**Run 1: wiring by layer**

Scale: 1 px per µm.
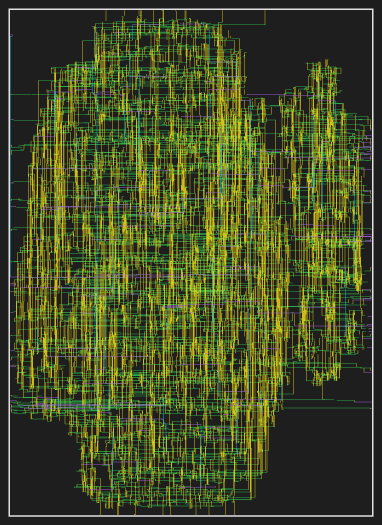
**Run 1: the clock network**

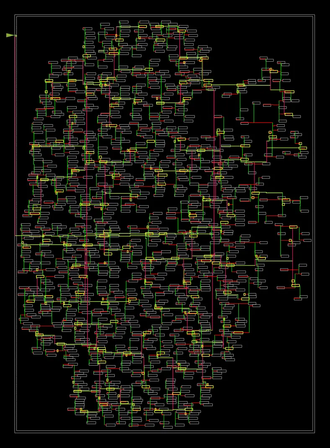
**Run 1: M3 wires**

Scale: 1 px per µm.
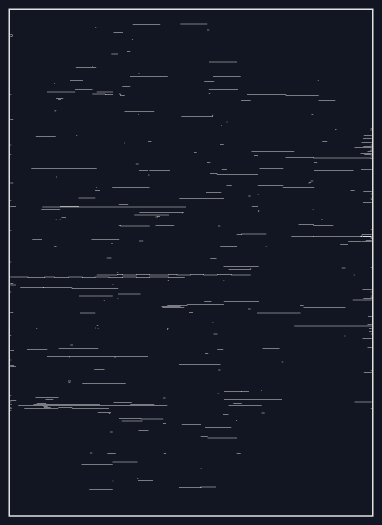
**Run 1: routed clock nets over the placement**

Scale: 1 px per µm.
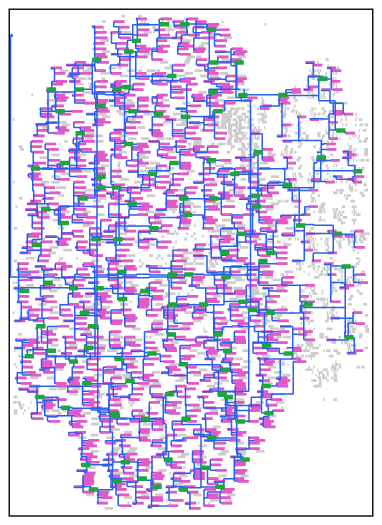
===== src/rtl/pe_result_collector_pkg.sv =====
// Shared defaults and FSM encoding for the PE result collector.
package pe_result_collector_pkg;

  localparam int unsigned DefDataWidth      = 32;
  localparam int unsigned DefPipelineStages = 12;
  localparam int unsigned DefBufferWidth    = 5;
  localparam int unsigned DefCountWidth     = 16;

  typedef enum logic [1:0] {
    StIdle    = 2'd0,
    StCollect = 2'd1,
    StDrain   = 2'd2,
    StDone    = 2'd3
  } collector_state_e;

endpackage


===== src/rtl/collector_fifo.sv =====
// Single-clock first-word-fall-through FIFO holding collected PE results.
module collector_fifo
  import pe_result_collector_pkg::*;
#(
  parameter int unsigned DataWidth = DefDataWidth,
  parameter int unsigned AddrWidth = DefBufferWidth
) (
  input  logic                 clk_i,
  input  logic                 rst_ni,
  input  logic                 push_i,
  input  logic [DataWidth-1:0] push_data_i,
  input  logic                 pop_i,
  output logic [DataWidth-1:0] pop_data_o,
  output logic                 empty_o,
  output logic                 full_o,
  output logic [AddrWidth:0]   count_o
);

  localparam int unsigned Depth = 2 ** AddrWidth;
  localparam logic [AddrWidth:0] DepthCnt = (AddrWidth + 1)'(Depth);

  logic [DataWidth-1:0] mem_q [Depth];
  logic [AddrWidth-1:0] wr_ptr_q, rd_ptr_q;
  logic [AddrWidth:0]   count_q;
  logic                 wr_en, rd_en;

  assign empty_o    = (count_q == '0);
  assign full_o     = (count_q == DepthCnt);
  assign rd_en      = pop_i & ~empty_o;
  // A full FIFO still accepts a word when the head is freed in the same cycle.
  assign wr_en      = push_i & (~full_o | rd_en);
  assign count_o    = count_q;
  assign pop_data_o = empty_o ? '0 : mem_q[rd_ptr_q];

  always_ff @(posedge clk_i or negedge rst_ni) begin
    if (!rst_ni) begin
      wr_ptr_q <= '0;
      rd_ptr_q <= '0;
      count_q  <= '0;
    end else begin
      if (wr_en) wr_ptr_q <= wr_ptr_q + 1'b1;
      if (rd_en) rd_ptr_q <= rd_ptr_q + 1'b1;
      case ({wr_en, rd_en})
        2'b10:   count_q <= count_q + 1'b1;
        2'b01:   count_q <= count_q - 1'b1;
        default: count_q <= count_q;
      endcase
    end
  end

  always_ff @(posedge clk_i) begin
    if (wr_en) mem_q[wr_ptr_q] <= push_data_i;
  end

endmodule


===== src/rtl/pe_result_collector.sv =====
// Credit-based sink for the PE chain O-stream: grants issue slots, buffers
// results and tracks a host-programmed frame length.
module pe_result_collector
  import pe_result_collector_pkg::*;
#(
  parameter int unsigned DataWidth       = DefDataWidth,
  parameter int unsigned Pipeline_Stages = DefPipelineStages,
  parameter int unsigned BufferWidth     = DefBufferWidth,
  parameter int unsigned BufferSize      = 2 ** BufferWidth,
  parameter int unsigned CountWidth      = DefCountWidth
) (
  input  logic                  clk,
  input  logic                  aclr,
  input  logic                  clk_en,
  input  logic [DataWidth-1:0]  O_DataIn,
  input  logic                  O_DataInValid,
  output logic                  O_DataInRdy,
  input  logic                  start,
  input  logic [CountWidth-1:0] cfg_count,
  input  logic                  rd_en,
  output logic [DataWidth-1:0]  rd_data,
  output logic                  rd_valid,
  output logic [BufferWidth:0]  occupancy,
  output logic                  frame_done,
  output logic                  overflow
);

  localparam int unsigned SumWidth = BufferWidth + 2;

  collector_state_e           state_q;
  logic [CountWidth-1:0]      cfg_q, rx_cnt_q, rd_cnt_q, issued_q;
  logic [Pipeline_Stages-1:0] cr_q;
  logic                       overflow_q;

  logic                push, pop, fifo_empty, fifo_full, drop;
  logic [SumWidth-1:0] pending, credit_sum;
  logic                credit_ok, issue_limit;

  assign push = clk_en & O_DataInValid;
  assign pop  = clk_en & rd_en & rd_valid;
  assign drop = push & fifo_full & ~pop;

  collector_fifo #(
    .DataWidth (DataWidth),
    .AddrWidth (BufferWidth)
  ) u_fifo (
    .clk_i       (clk),
    .rst_ni      (aclr),
    .push_i      (push),
    .push_data_i (O_DataIn),
    .pop_i       (pop),
    .pop_data_o  (rd_data),
    .empty_o     (fifo_empty),
    .full_o      (fifo_full),
    .count_o     (occupancy)
  );

  // Grants from the last Pipeline_Stages cycles are results still in the PE pipe.
  always_comb begin
    pending = '0;
    for (int unsigned i = 0; i < Pipeline_Stages; i++) begin
      pending = pending + SumWidth'(cr_q[i]);
    end
  end

  // Pops are ignored here so the credit is conservative.
  assign credit_sum  = SumWidth'(occupancy) + pending + SumWidth'(1);
  assign credit_ok   = (credit_sum <= SumWidth'(BufferSize));
  assign issue_limit = (cfg_q != '0) && (issued_q >= cfg_q);

  assign O_DataInRdy = (state_q == StCollect) && credit_ok && !issue_limit;
  assign rd_valid    = ~fifo_empty;
  assign frame_done  = (state_q == StDone);
  assign overflow    = overflow_q;

  always_ff @(posedge clk or negedge aclr) begin
    if (!aclr) begin
      state_q    <= StIdle;
      cfg_q      <= '0;
      rx_cnt_q   <= '0;
      rd_cnt_q   <= '0;
      issued_q   <= '0;
      cr_q       <= '0;
      overflow_q <= 1'b0;
    end else if (clk_en) begin
      cr_q     <= {cr_q[Pipeline_Stages-2:0], O_DataInRdy};
      rx_cnt_q <= rx_cnt_q + CountWidth'(push);
      rd_cnt_q <= rd_cnt_q + CountWidth'(pop);
      if (O_DataInRdy) issued_q <= issued_q + 1'b1;
      if (drop) overflow_q <= 1'b1;
      if (start) begin
        // Traffic in the start cycle already belongs to the new frame.
        cfg_q      <= cfg_count;
        rx_cnt_q   <= CountWidth'(push);
        rd_cnt_q   <= CountWidth'(pop);
        issued_q   <= '0;
        cr_q       <= '0;
        overflow_q <= drop;
        state_q    <= StCollect;
      end else begin
        case (state_q)
          StCollect: if (cfg_q != '0 && rx_cnt_q == cfg_q) state_q <= StDrain;
          StDrain:   if (rd_cnt_q == cfg_q) state_q <= StDone;
          default:   state_q <= state_q;
        endcase
      end
    end
  end

endmodule


===== config.mk =====
export PLATFORM = sky130hd
export DESIGN_NAME = pe_result_collector
export DESIGN_NICKNAME = d
export VERILOG_FILES = /design/src/rtl/pe_result_collector_pkg.sv /design/src/rtl/collector_fifo.sv /design/src/rtl/pe_result_collector.sv
export SDC_FILE = /design/constraint.sdc
export NUM_CORES = 1
export LEC_CHECK = 0
export CELL_PAD_IN_SITES_DETAIL_PLACEMENT = 1
export CELL_PAD_IN_SITES_GLOBAL_PLACEMENT = 2
export CORE_ASPECT_RATIO = 1.4
export CORE_MARGIN = 2
export CORE_UTILIZATION = 25
export DETAILED_ROUTE_END_ITERATION = 10
export GPL_TIMING_DRIVEN = 0
export HOLD_SLACK_MARGIN = 0.08
export MAX_ROUTING_LAYER = met4
export PLACE_DENSITY = 0.43
export SETUP_SLACK_MARGIN = 0.5
export SLEW_MARGIN = 40
export SYNTH_ARGS = -nofsm -noshare
export SYNTH_HDL_FRONTEND = slang
export SYNTH_SLANG_ARGS = --single-unit
export TNS_END_PERCENT = 1

===== constraint.sdc =====
create_clock -name clk -period 6.9 [get_ports clk]
set_clock_uncertainty 0.15 [all_clocks]
set_input_delay 1.38 -clock clk [delete_from_list [all_inputs] [get_ports clk]]
set_output_delay 1.38 -clock clk [all_outputs]
set_load 0.005 [all_outputs]

==> results_slide.txt, run 1 <==
Synthesis and Place & Route Summary

Critical path
  • Worst Path Arrival: 4.89 ns
  • Cell occurring most often along the worst timing path: fa_1
  • Highest-delay cell along the critical path: fa_1
  • Instance count on the critical path: 17
  • Critical path buffer and inverter count: 6
  • Maximum net fanout on the critical path: 2
  • Register-to-register setup slack: 1.93 ns
  • Worst setup path startpoint: cr_q[8]$_DFFE_PN0P_
  • Largest delay contributor family on the critical path: adder cells

Place
  • Global placement routability congestion: 0.742
  • Worst slack at placement: 0.217 ns
  • Half-perimeter wire length after placement: 100 mm
  • Placed cells: 4671

Floorplan
  • Die height: 505 µm
  • Horiz. Die Dim: 362 µm
  • I/O pin count: 96
  • Core ar.: 179000 µm²
  • Starting Density: 25.1%

Run status
  • Result of the run: completed

Job
  • Log Warnings: 32

Clock network
  • Clock input transition at the sequential cells of the worst setup and hold paths: 0.06 ns
  • CTS buffer count: 118
  • Count of instances resized after the clock tree is built: 15
  • Sink count of the clock tree: 1119
  • TritonCTS clock tree: done

Route
  • Met2 Wirelength: 78.5 mm
  • Routed met1 length: 54.1 mm
  • Number of design-rule violations left by the first detailed-router iteration: 1283
  • DR vias: 22363
  • DRC violation count after routing: 0
  • Vias per inst: 4.57
  • Average wire length per cell after detail routing: 28.5 µm

Power
  • Power Density: 379 nW/µm²
  • Combinational power: 6.64 mW
  • Switching power as a share of total power: 31.3%
  • Cell leakage power: 17.6 nW
  • Sequential-cell power consumption: 7.85 mW

Synth
  • Yosys Instances: 2152
  • Synth cell count leaders: edfxtp_1, mux4_2, nor2_1
  • Mapped Cells: 2152
  • Synthesized-area fraction occupied by xor and xnor cells: 1.19%
  • Proportion of synthesized area in mux cells: 17.0%
  • Fraction of synthesis flops using an asynchronous set or reset pin: 8.49%
  • Warnings from Yosys: 0
  • Number of flops mapped to enable cells by yosys: 1024
  • Primary FF master, synth: edfxtp_1
  • Post-synthesis share of cell area spent on and, or, nand and nor gates: 2.75%

Cells and area
  • Total of fill cells in the finished design: 17847
  • Share of layout cells above drive strength 1: 29.6%
  • Total area of multi-input combinational cells: 11200 µm²
  • Combinational share of cell area: 20.5%
  • Sequential share of cell area: 60.4%
  • Final-layout clock-cell area share: 6.86%
  • Non-clk buf share: 6.38%
  • Inverters: 68
  • Biggest register: u_fifo.mem_q

Global route
  • Pin count of the biggest net entering global routing: 55
  • Met3 Track Usage GR: 1.96%
  • Global-route usage over all layers: 15.9%

Final timing
  • Portion of the clock cycle consumed by the worst path in the final layout: 93.1%
  • Slew at the pin closest to its max-slew limit: 0.783 ns
  • Final hold slack: 0.345 ns
  • Final setup slack of the worst path: 0.477 ns
  • Setup repair after global routing missed its margin: true
  • Final Hold Viols: 0
  • Number of setup violations in the final report: 0
  • Final TNS setup: 0 ns

Worst hold path
  • Capture endpoint of the worst hold path: cr_q[6]$_DFFE_PN0P_
-- 'wiring by layer' (at the start) --
layer	colour	wire length
met4	cyan	3150 µm
met1	green	54.1 mm
met2	yellow	78.5 mm
met3	purple	4000 µm

-- 'the clock network' (at the start) --
layout clock buffer count: 138
count of flip-flops and latches: 1119

-- 'M3 wires' (at the start) --
nets with wire on the layer	143
longest straight run	149 µm
wire length on this layer	4000 µm
main direction	horizontal

-- 'routed clock nets over the placement' (at the start) --
[cells driving clock nets] green | count: 118
[clock wires] blue | length: 15700 µm
[flip-flops] magenta | count: 1119
routed clock nets	119
Clock power frac: 30.3%
clock distribution power: 6.30 mW
Skew-Pair Late Insertion Delay: 0.77 ns

## Run 2: what changed since run 1
--- a/config.mk
+++ b/config.mk
@@ -14,7 +14,7 @@
 export GPL_TIMING_DRIVEN = 0
 export HOLD_SLACK_MARGIN = 0.08
 export MAX_ROUTING_LAYER = met4
-export PLACE_DENSITY = 0.43
+export PLACE_DENSITY_LB_ADDON = 0.08
 export SETUP_SLACK_MARGIN = 0.5
 export SLEW_MARGIN = 40
 export SYNTH_ARGS = -nofsm -noshare
==> constraint.sdc (replaced) <==
create_clock -name clk -period 6.9 [get_ports clk]
set_clock_uncertainty 0.15 [all_clocks]
set_input_delay 1.035 -clock clk [delete_from_list [all_inputs] [get_ports clk]]
set_output_delay 1.035 -clock clk [all_outputs]
set_load 0.005 [all_outputs]
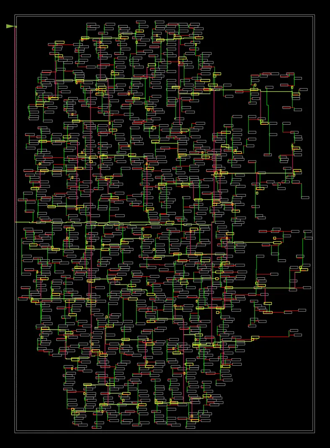
**Above:** run 2 (the clock network).
layout clock buffer count: 148
clock distribution power: 6.27 mW
CTS buffer count: 119
sink count of the clock tree: 1119
Skew-Pair Late Insertion Delay: 0.75 ns

==> run 2 against run 1 <==
Via count is 0.20% higher. Sequential share of layout area is 0.32 points lower. Core utilization increased by 0.16 points. Global-route usage up 0.38 points. Register-to-register slack worse by 0.06 ns. Highest routed layer unchanged.
==> results_slide.txt, run 2 <==
Synthesis and Place & Route Summary

Critical path
  • Crit-path max cell delay: 0.57 ns
  • Cell occurring most often along the worst timing path: fa_1
  • Critical path buffer and inverter count: 6
  • Register-to-register setup slack: 1.87 ns
  • Worst Path Arrival: 4.96 ns
  • Required time of the critical path: 5.71 ns
  • Maximum net fanout on the critical path: 6
  • Series of cell instances along the critical path: fa_1 > fa_1 > fa_1 > inv_1 > fa_1 > inv_1 > ha_2 > inv_1 > fa_2 > nand2b_4 > a21oi_4 > mux2i_2 > o2bb2ai_4 > nand2_4 > inv_8 > buf_8 > clkbuf_2
  • Startpoint of the lowest-slack register-to-register path: cr_q[6]$_DFFE_PN0P_
  • Setup crit end kind: output pin
  • Largest delay contributor family on the critical path: adder cells
  • Instance count on the critical path: 17
  • Highest-delay cell along the critical path: fa_1
  • Crit path to: O_DataInRdy
  • Startpoint type of the worst setup path: flop
  • Worst setup path startpoint: cr_q[6]$_DFFE_PN0P_

Power
  • Cell leakage power: 17.7 nW
  • Clock power frac: 30.1%
  • Combinational power: 6.74 mW
  • Post-layout total power: 20.9 mW
  • Internal cell power: 14.3 mW
  • Power share of the combinational group: 32.3%
  • Biggest consumer: sequential cells
  • Switching power as a share of total power: 31.7%
  • Sequential-cell power consumption: 7.85 mW
  • Sw power: 6.60 mW
  • Power Density: 378 nW/µm²

Floorplan
  • Core ar.: 179000 µm²
  • Horiz. Die Dim: 362 µm
  • Number of well taps: 2325
  • Total Die Area: 183000 µm²
  • I/O pin count: 96
  • Die height: 505 µm
  • Count of standard-cell rows: 184
  • Starting Density: 25.1%

Synth
  • Dominant combinational family: multiplexers
  • Warnings from Yosys: 0
  • Summed instance area of the synthesized netlist: 44900 µm²
  • Yosys Instances: 2152
  • Fraction of synthesis flops using an asynchronous set or reset pin: 8.49%
  • Post-synthesis share of cell area spent on and, or, nand and nor gates: 2.75%
  • Top cell area share: 68.5%
  • Average instance area after synthesis: 20.9 µm²
  • Synthesized-area fraction occupied by xor and xnor cells: 1.19%
  • Synth cell count leaders: edfxtp_1, mux4_2, nor2_1
  • Total nets after synthesis: 2255
  • Yosys Chip Area: 44900 µm²
  • Library cell with the largest summed area after synthesis: edfxtp_1
  • Synthesis-stage register bit count: 1119
  • Post-synthesis share of cell area spent on and-or and or-and gates: 2.04%
  • Proportion of synthesized area in mux cells: 17.0%
  • Proportion of synthesized chip area in sequential cells: 73.8%
  • Mapped Cells: 2152
  • Primary FF master, synth: edfxtp_1
  • Number of flops mapped to enable cells by yosys: 1024
  • Most instantiated library cell after synthesis: edfxtp_1
  • Count of cell types in the netlist: 63

Final timing
  • Final hold slack: 0.349 ns
  • Portion of the clock cycle consumed by the worst path in the final layout: 89.1%
  • Minimum clock period: 6.15 ns
  • Final TNS setup: 0 ns
  • Final Hold Viols: 0
  • Setup repair after global routing missed its margin: false
  • Worst slew margin relative to its limit: 43.6%
  • Number of setup violations in the final report: 0
  • Max Clock Freq: 163 MHz
  • Slew at the pin closest to its max-slew limit: 0.844 ns
  • Final setup slack of the worst path: 0.752 ns

Clock network
  • Root buffer selected by CTS: clkbuf_16
  • Setup Buffers After CTS: 4
  • TritonCTS clock tree: done
  • Hold buffers post-CTS: 1
  • Clock input transition at the sequential cells of the worst setup and hold paths: 0.07 ns
  • Count of instances resized after the clock tree is built: 9
  • Depth of the CTS H-tree: 3
  • Maximum count of clock buffers along a single path: 3

Cells and area
  • Sequential share of cell area: 60.1%
  • Biggest Area Class: registers
  • Inverters: 68
  • Leading cell type in the layout, fill and taps excluded: edfxtp_1
  • Total area of multi-input combinational cells: 11300 µm²
  • Post-layout utilization of the core: 30.8%
  • Layout overhead on the synthesized area: 22.8%
  • Nonclk buf count: 308
  • Finished Cell Area: 55100 µm²
  • Number of flip-flops in the largest register: 1024
  • Combinational share of cell area: 20.5%
  • Biggest register: u_fifo.mem_q
  • Non-clk buf share: 6.88%
  • Final-layout clock-cell area share: 6.79%
  • Share of layout cells above drive strength 1: 29.5%
  • Final non-filler cell total: 4904
  • Most frequent cells in the layout: edfxtp_1, mux4_2, clkbuf_16
  • Number of antenna repair diodes: 1
  • Number of multi-input combinational cells: 863
  • Sequential Area: 33100 µm²
  • Total of fill cells in the finished design: 17849
  • Count of flip-flops and latches: 1119

Route
  • Vias per inst: 4.57
  • Number of nets with antenna violations after detailed routing: 0
  • Detailed-routed wire length on met3: 3.77 mm
  • Met2 Wirelength: 79.0 mm
  • Average wire length per cell after detail routing: 29.1 µm
  • Router iterations before antenna repair: 5
  • DR vias: 22408
  • DRC violation count after routing: 0
  • Routed met1 length: 57.1 mm
  • Uppermost routed layer: met4
  • Number of design-rule violations left by the first detailed-router iteration: 1381

Global route
  • Global-route usage over all layers: 16.2%
  • Met2 routing resource usage after global routing: 29.8%
  • Global routing usage on met1: 18.6%
  • Vias in the first global route: 25370
  • Most used routing layer in global routing: met2
  • Initial antenna violation count: 2
  • Pin count of the biggest net entering global routing: 60
  • First-pass GRT wire length: 200 mm
  • Met3 Track Usage GR: 1.86%
  • Global route overflow: 0

Worst hold path
  • Hold path depth: 1
  • Capture endpoint of the worst hold path: cr_q[1]$_DFFE_PN0P_
  • Worst hold path startpoint: cr_q[0]$_DFFE_PN0P_
  • Tightest Hold Check Type: flop to flop

Place
  • Port Buf Inserts: 95
  • Half-perimeter wire length after placement: 102 mm
  • DP Area: 51300 µm²
  • Placed cells: 4674
  • Worst slack at placement: 0.545 ns
  • Global placement routability congestion: 0.741

Run status
  • Result of the run: completed

Job
  • Log Warnings: 30
  • Tally of max-capacitance violations: 0
Power and IR drop assume default switching activity.
